==> config.mk <==
export PLATFORM = sky130hd
export DESIGN_NAME = encoder_stage_flat
export DESIGN_NICKNAME = d
export VERILOG_FILES = /design/src/rtl/encoder_if.sv /design/src/rtl/encoder_stage.sv /design/src/flat_wrapper.sv
export SDC_FILE = /design/constraint.sdc
export NUM_CORES = 1
export LEC_CHECK = 0
export CORE_MARGIN = 4
export CORE_UTILIZATION = 38
export DETAILED_ROUTE_END_ITERATION = 12
export GPL_TIMING_DRIVEN = 0
export PLACE_DENSITY = 0.74
export SKIP_CTS_REPAIR_TIMING = 1
export SLEW_MARGIN = 10
export SYNTH_ARGS = -nofsm -noshare
export SYNTH_HDL_FRONTEND = slang
export SYNTH_SLANG_ARGS = --single-unit
==> constraint.sdc <==
create_clock -name clk -period 1.75 [get_ports clk]
set_clock_uncertainty 0.2 [all_clocks]
set_input_delay 0.35 -clock clk [delete_from_list [all_inputs] [get_ports clk]]
set_output_delay 0.35 -clock clk [all_outputs]
set_load 0.05 [all_outputs]
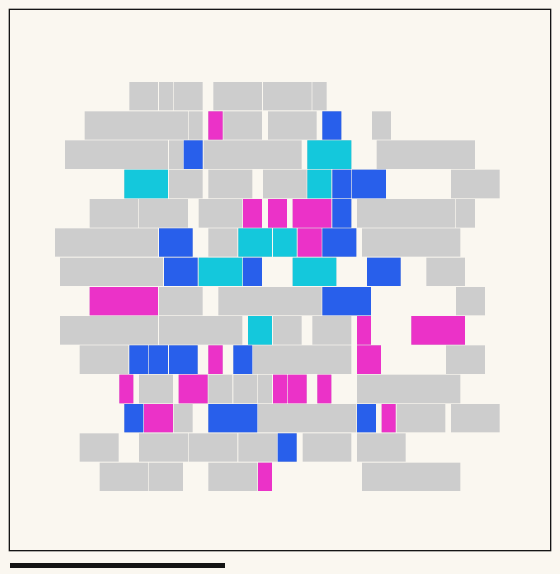
**Above:** gate families picked out.
The bar under the picture is 20 µm long.
Key: inverting AOI/OAI gates = blue [cells 19]; AND and OR gates = cyan [cells 8, where middle]; NAND gates = magenta [cells 18]
logic share of the area: 0.3854
non-filler instance count after layout: 127
Top cell excl fill/tap: dlymetal6s2s_1

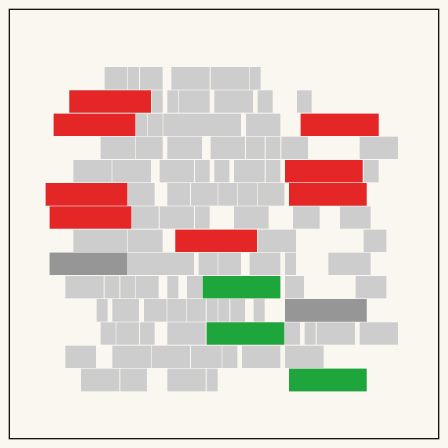
**Above:** register map, names as in the netlist.
Other sequential cells in the stronger gray, the rest of the logic in the fainter gray.
Key: u_core.bus.out_address = green [placed flops 3]; u_core.bus.out_error_count = red [placed flops 8]
Another 2 sequential cells are not colored.
sequential share of cell area: 0.2946
post-layout util: 0.7088
FF+latch area: 332.8 µm²

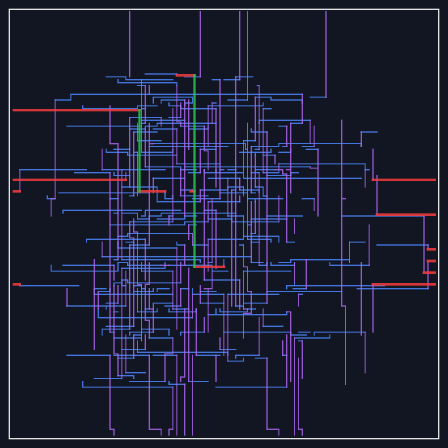
**Above:** routed metal, one color a layer.
Key: met2 = purple [wire length 907 µm]; met3 = red [wire length 61.9 µm]; met4 = green [wire length 32.0 µm]; met1 = blue [wire length 875 µm]
overall routed net length: 1875 µm
Vias: 680

==> impl_metrics.ini <==
; generated from flow reports
[final_layout]
clkCellAreaFrac = 0.02326
syn2layout_area_growth_pct = 67.22
finalNetCount = 115
n_all_inverters = 1
n_fill_cell = 107
comb_area_um2 = 435.4
n_clock_buffer = 4
comb_cells = 57
largest_reg_flops = 8
buffers = 28
buffer_area_frac = 0.2669
mostFrequentLayoutCells = 15 x dlymetal6s2s_1, 8 x nand2_1, 7 x o21ai_0, 7 x dfrtp_1, 6 x dfrtp_2
final_layout_size_suffix_gt1_frac = 0.3301
n_antenna_cell = 0
seq_cell_count = 13
largestClassByArea = combinational gates

[logic_synthesis]
synth_top_area_share = 0.4815
syn_area_um2 = 675.6
synth_nets = 84
synth.most_common_cell = dfrtp_1
synth_warnings = 0
yosys.area.top_type = dfrtp_1
ys_ff = 13
synthArstFlopShare = 1.000
edf_count = 0
avgSynthCellArea_um2 = 9.255
synthTopCellsByCount = 13 x dfrtp_1, 10 x o21ai_0, 8 x nand2_1
ys_seq_frac = 0.4815
yosys_area_um2 = 675.6
topCellsByArea = dfrtp_1 48%, o21ai_0 7.4%, or3_1 4.6%
synth_cell_types = 27
syn_inst = 73
ys_cells = 73
flop_cell = dfrtp_1

[cts]
clock-sinks = 13
cts-buffers-inserted = 3
cts.clk_slew.worst_paths_ns = 0.08
htree_levels = 1
clk_latency_ns = 0.28
max-clock-path-buffers = 2
cts_tree = built
cts-root-buf = clkbuf_4

[placed_design]
io_buffer_count = 22
gp_congestion = 0.7619
hpwl_um = 1135
pre_cts_ws_ns = -0.5613

[final_timing]
fin_ws_ns = -0.2191
setup_tns_ns = -1.105
timing.fmax_mhz = 507.9
rsz0062_at_grt = yes
finalHoldViolCount = 0
final_max_slew_viol_count = 0
finalCritPeriodShare = 1.125
max_slew.worst_pin.slew_ns = 0.5746
setup-violations-final = 8
fin_crit_ns = 1.969
relSlewSlack = 0.6158
whs_ns = 0.2348

[power]
combPwrFrac = 0.264
p_leak_uw = 0.0006300
powerDensity_mw_per_mm2 = 617.2
power.switching_uw = 222.7
seqPwrFrac = 0.465
seq-power_uw = 324
clkPwrFrac = 0.271
top_power_group = registers
comb-power_uw = 184
powerClk_uw = 189
p_int_uw = 474.6
irDropWorstVdd_v = 0.0004403
p_sw_frac = 0.3194

[worst_hold_path]
hold_class = primary input to async pin

[worst_setup_path]
crit_family = simple AND/OR/NAND/NOR gates
arrival_ns = 1.98
start_kind = register
crit_path_end_kind = register
crit_fanout = 6
crit_path_max_incr_delay_ns = 0.43
cp.depth = 8
rrSetupSlack_ns = -0.22
crit_type = register to register
crit_required_ns = 1.76
r2r_cells = 8
cpMostUsedCell = buf_6
crit_slowest_cell = dfrtp_2
path_buffers = 2
path_cells = buf_6 -> ha_4 -> nand3_2 -> o211a_1 -> nand3_4 -> buf_6 -> or3_4 -> a21oi_2

[global_routing]
grt_pass1_wl_um = 2504
overflow = 0
antenna_found_initial = 0
grt_pass1_vias = 560
grtUsageTotal = 0.1326
grt_max_degree = 14

[die]
num_io_pins = 24
design.core.area_mm2 = 0.001594
die_width_um = 50.17
chip_area_mm2 = 0.002517
fp-utilization = 0.4239
tap_cells = 24
row_count = 14
die_height_um = 50.17

[drt]
ant_nets = 0
drtIter0Drc = 11
first_pass_iters = 4
via_per_inst = 5.354
wire_per_inst_um = 14.76
route.detailed.drc = 0

[outcome]
violations = negative setup slack
outcome = finished, violations left

[job]
drv_cap = 0
warnings = 28
cells by family after synthesis:
logic type               share of synthesized area
flip-flops                                  0.4815
AND-OR/OR-AND                               0.1667
multiplexers                               0.01482
XOR/XNOR                                   0.03890
AND/OR/NAND/NOR                             0.2611
buffers and inverters                      0.01850
adder cells (fa/ha/maj)                    0.01852
through the flow:
step           area, µm²  cells  total power [µW]
2_1_floorplan      714.4     73             425.1
3_3_place_gp       964.7    119             490.0
3_5_place_dp       964.7    119             491.4
4_1_cts            991.0    123             680.9
5_1_grt             1130    127             734.0
6_report            1130    127             697.4
layer usage:
metal | GRT usage | part of all wire | vias to the layer above
met1 | 0.1791 | 0.47 | 335
li1 | - | - | 327
met2 | 0.1891 | 0.48 | 13
met5 | 0 | 0 | -
met4 | 0.06912 | 0.017 | 0
met3 | 0.04142 | 0.033 | 5
No activity file was given, so power comes from the tool's default toggle rates.
